Figure 1. Clock distribution.
The bar under the picture is 100 um long.
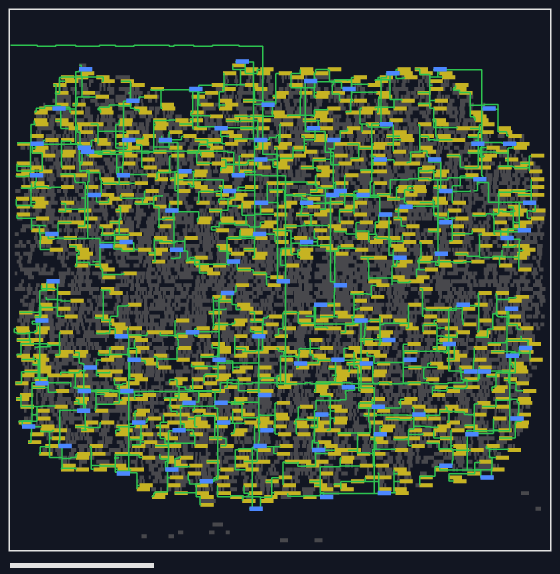
Figure 2. Metal layers overlaid.
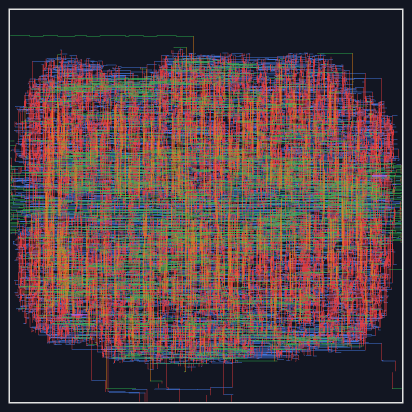
$ cat src/rtl/regfile_seq_clear.sv
// Architectural register file: two combinational read ports, one synchronous write
// port, a hardwired-zero register and a one-row-per-cycle clear engine.
module regfile_seq_clear #(
  parameter int DATA_W   = 32,
  parameter int NUM_REGS = 32,
  parameter int ADDR_W   = 5,
  parameter int ZERO_REG = 31,
  parameter bit BYPASS   = 1'b1
) (
  input  logic              clk,
  input  logic              rst,
  input  logic              RegWrite,
  input  logic [ADDR_W-1:0] WriteRegister,
  input  logic [DATA_W-1:0] WriteData,
  input  logic [ADDR_W-1:0] ReadRegister1,
  input  logic [ADDR_W-1:0] ReadRegister2,
  output logic [DATA_W-1:0] ReadData1,
  output logic [DATA_W-1:0] ReadData2,
  input  logic              clr_req,
  output logic              clr_busy,
  output logic              clr_done
);

  typedef enum logic [1:0] {
    IDLE  = 2'd0,
    CLEAR = 2'd1,
    DONE  = 2'd2
  } state_t;

  localparam logic [ADDR_W-1:0] ZERO_ADDR = ADDR_W'(ZERO_REG);
  localparam logic [ADDR_W-1:0] LAST_IDX  = ADDR_W'(NUM_REGS - 1);

  state_t              state;
  logic [ADDR_W-1:0]   clr_idx;
  logic [DATA_W-1:0]   regs [NUM_REGS];
  logic [NUM_REGS-1:0] row_we;
  logic [NUM_REGS-1:0] row_clr;
  logic                ext_wr_en;

  // An address names real storage only if it is in range and not the zero register.
  function automatic logic addr_valid(input logic [ADDR_W-1:0] a);
    return (a != ZERO_ADDR) && ({1'b0, a} < (ADDR_W + 1)'(NUM_REGS));
  endfunction

  // The clear engine owns the write port while clearing; external writes are dropped.
  assign ext_wr_en = RegWrite && (state != CLEAR) && addr_valid(WriteRegister);

  // Row enable decoders for the external write and the clear engine.
  always_comb begin
    // NOTE: every combinational output gets a default first so no path leaves it unassigned and infers a latch.
    row_we  = '0;
    row_clr = '0;
    for (int r = 0; r < NUM_REGS; r++) begin
      row_we[r]  = ext_wr_en && (WriteRegister == ADDR_W'(r));
      row_clr[r] = (state == CLEAR) && (clr_idx == ADDR_W'(r)) && (r != ZERO_REG);
    end
  end

  // NOTE: this storage is built from flops, not RAM, because every row must clear on the asynchronous reset.
  always_ff @(posedge clk or negedge rst) begin
    if (!rst) begin
      for (int r = 0; r < NUM_REGS; r++) regs[r] <= '0;
    end else begin
      for (int r = 0; r < NUM_REGS; r++) begin
        if (row_clr[r])     regs[r] <= '0;
        else if (row_we[r]) regs[r] <= WriteData;
      end
    end
  end

  // Read muxes with same-cycle write forwarding; the bypass is off while clearing.
  always_comb begin
    ReadData1 = '0;
    if (addr_valid(ReadRegister1)) begin
      if (BYPASS && ext_wr_en && (WriteRegister == ReadRegister1)) ReadData1 = WriteData;
      else                                                          ReadData1 = regs[ReadRegister1];
    end
  end

  always_comb begin
    ReadData2 = '0;
    if (addr_valid(ReadRegister2)) begin
      if (BYPASS && ext_wr_en && (WriteRegister == ReadRegister2)) ReadData2 = WriteData;
      else                                                          ReadData2 = regs[ReadRegister2];
    end
  end

  // Clear engine sequencer; handshake outputs are registered alongside the state.
  always_ff @(posedge clk or negedge rst) begin
    if (!rst) begin
      state    <= IDLE;
      clr_idx  <= '0;
      clr_busy <= 1'b0;
      clr_done <= 1'b0;
    end else begin
      // NOTE: sequential state uses non-blocking assignments so every flop samples pre-edge values.
      case (state)
        IDLE: begin
          if (clr_req) begin
            state    <= CLEAR;
            clr_idx  <= '0;
            clr_busy <= 1'b1;
          end
        end
        CLEAR: begin
          clr_idx <= clr_idx + 1'b1;
          if (clr_idx == LAST_IDX) begin
            state    <= DONE;
            clr_busy <= 1'b0;
            clr_done <= 1'b1;
          end
        end
        DONE: begin
          state    <= IDLE;
          clr_done <= 1'b0;
        end
        default: begin
          state    <= IDLE;
          clr_busy <= 1'b0;
          clr_done <= 1'b0;
        end
      endcase
    end
  end

endmodule

$ cat config.mk
export PLATFORM = sky130hd
export DESIGN_NAME = regfile_seq_clear
export DESIGN_NICKNAME = d
export VERILOG_FILES = /design/src/rtl/regfile_seq_clear.sv
export SDC_FILE = /design/constraint.sdc
export NUM_CORES = 2
export LEC_CHECK = 0
export CAP_MARGIN = 10
export CORE_MARGIN = 3
export CORE_UTILIZATION = 44
export CTS_CLUSTER_DIAMETER = 200
export DETAILED_ROUTE_END_ITERATION = 8
export PLACE_DENSITY = 0.69
export SYNTH_ARGS = -nofsm -noshare
export SYNTH_HDL_FRONTEND = slang
export SYNTH_SLANG_ARGS = --single-unit
$ cat constraint.sdc
create_clock -name clk -period 3.65 [get_ports clk]
set_input_delay 0.73 -clock clk [delete_from_list [all_inputs] [get_ports clk]]
set_output_delay 0.73 -clock clk [all_outputs]
set_load 0.02 [all_outputs]
==> ci_impl_report.md <==
## Implementation flow summary

| Metric | Value |
|---|---|
| Final setup margin | -0.04298 ns |
| Sequential share of power | 41.2% |
| Most frequent cells in the layout | nand2_1 (2215), a21oi_1 (1055), dfrtp_1 (1032) |
| Routed vias/inst | 6.458 |
| Layout Skew | 0.02632 ns |
| First-pass GRT wire length | 370500 um |
| CTS Hold Buffers Added | 1 |
| Dpl cells | 8879 |
| CTS max path bufs | 3 |
| P_seq | 14.3 mW |
| Reg2Reg Setup Slack | 1.14 ns |
| Drt pass-1 iters | 8 |
| Max Used Layer | met5 |
| Failing checks | negative setup slack |
| Slew headroom | 51.54% |
| Final setup vio count | 6 |
| Run status | finished with violations |
| Number of antenna violations at the first check in global routing | 8 |
| Power Density | 484.9 nW/um^2 |
| DP HPWL | 160400 um |
| CP arrival | 2.96 ns |
| WHS Endpoint | regs[242]$_DFFE_PN0P_ |
| Antenna Nets Post-Route | 0 |
| Yosys cell count | 7044 |
| Leakage power | 32.08 nW |
| Global Route met2 Usage | 49.64% |
Notes on Figure 1 above:
[green] clock wires | length: 13900 um
[yellow] flip-flops | count: 1033
[blue] cells driving clock nets | count: 110
routed clock nets	111
flops lie	spread over the die
Clk pwr share: 35.1%
P_clk: 12.2 mW

Notes on Figure 2 above:
colour	layer	wire length
red	met2	105 mm
blue	met1	94.8 mm
green	met3	37.7 mm
orange	met4	15900 um
purple	met5	26.7 um
via count: 58980
routed len/inst: 27.77 um
gr usage total: 34.86%
Total Wirelength: 253600 um

-- synthesized netlist by cell type, types with 2 or more instances --
cell      count  share of area (%)
nor4_2        2              0.042
buf_6        19               0.36
nand3_1     138                1.2
nor2_4        4              0.075
buf_1        30               0.19
nand4_1       3              0.031
or3_1        65               0.68
buf_2       255                2.1
o311a_1      63                1.1
or2_2         4              0.042
or3_4         3              0.057
nor2b_1      14               0.15
nor3_1       10              0.084
a21o_1        2              0.025
nand2_1    2217                 14
mux2i_1    1025                 17
clkbuf_1    379                2.4
dfrtp_1    1033                 43
inv_1         7              0.044
a22oi_1     449                5.6
xnor2_1       4              0.059
nor2_1       41               0.26
a22o_1        3              0.044
buf_4        22               0.28
nand2b_1      8              0.084
o21ai_0     130                1.1
ha_1          6               0.13
and3_1        2              0.021
xor2_1        6              0.088
a21oi_1    1059                8.9
and2_1        5              0.052
nor4_1        2              0.021
nor2_2       24               0.25
-- kinds of logic (layout without fill, tap and decap cells) --
group	after synthesis	after routing	share of synthesized area (%)
fa+ha+maj	6	6	0.1258
mux	1026	1026	17.21
simple gates	2548	2548	17.04
flops	1033	1033	43.31
compound gates	1709	1709	16.78
xor+xnor	10	10	0.1467
buf+inv	712	1029	5.389
other cells	0	4	0
-- cell type report --
class | instances | area, sq um
tap | 1768 | 2212
inverter | 7 | 26.28
multi-input combinational | 5299 | 31130
sequential | 1033 | 25850
clock buffer | 155 | 3164
antenna | 4 | 10.01
clock inverter | 51 | 690.7
timing repair buffer | 816 | 8442
fill | 12070 | 62610
-- registers in the layout, indices dropped and copies added (netlist names) --
| signal | cells |
|---|---|
| clr_done | 1 |
| state | 2 |
| regs | 1024 |
| clr_idx | 5 |
| clr_busy | 1 |
Power and IR drop assume default switching activity.
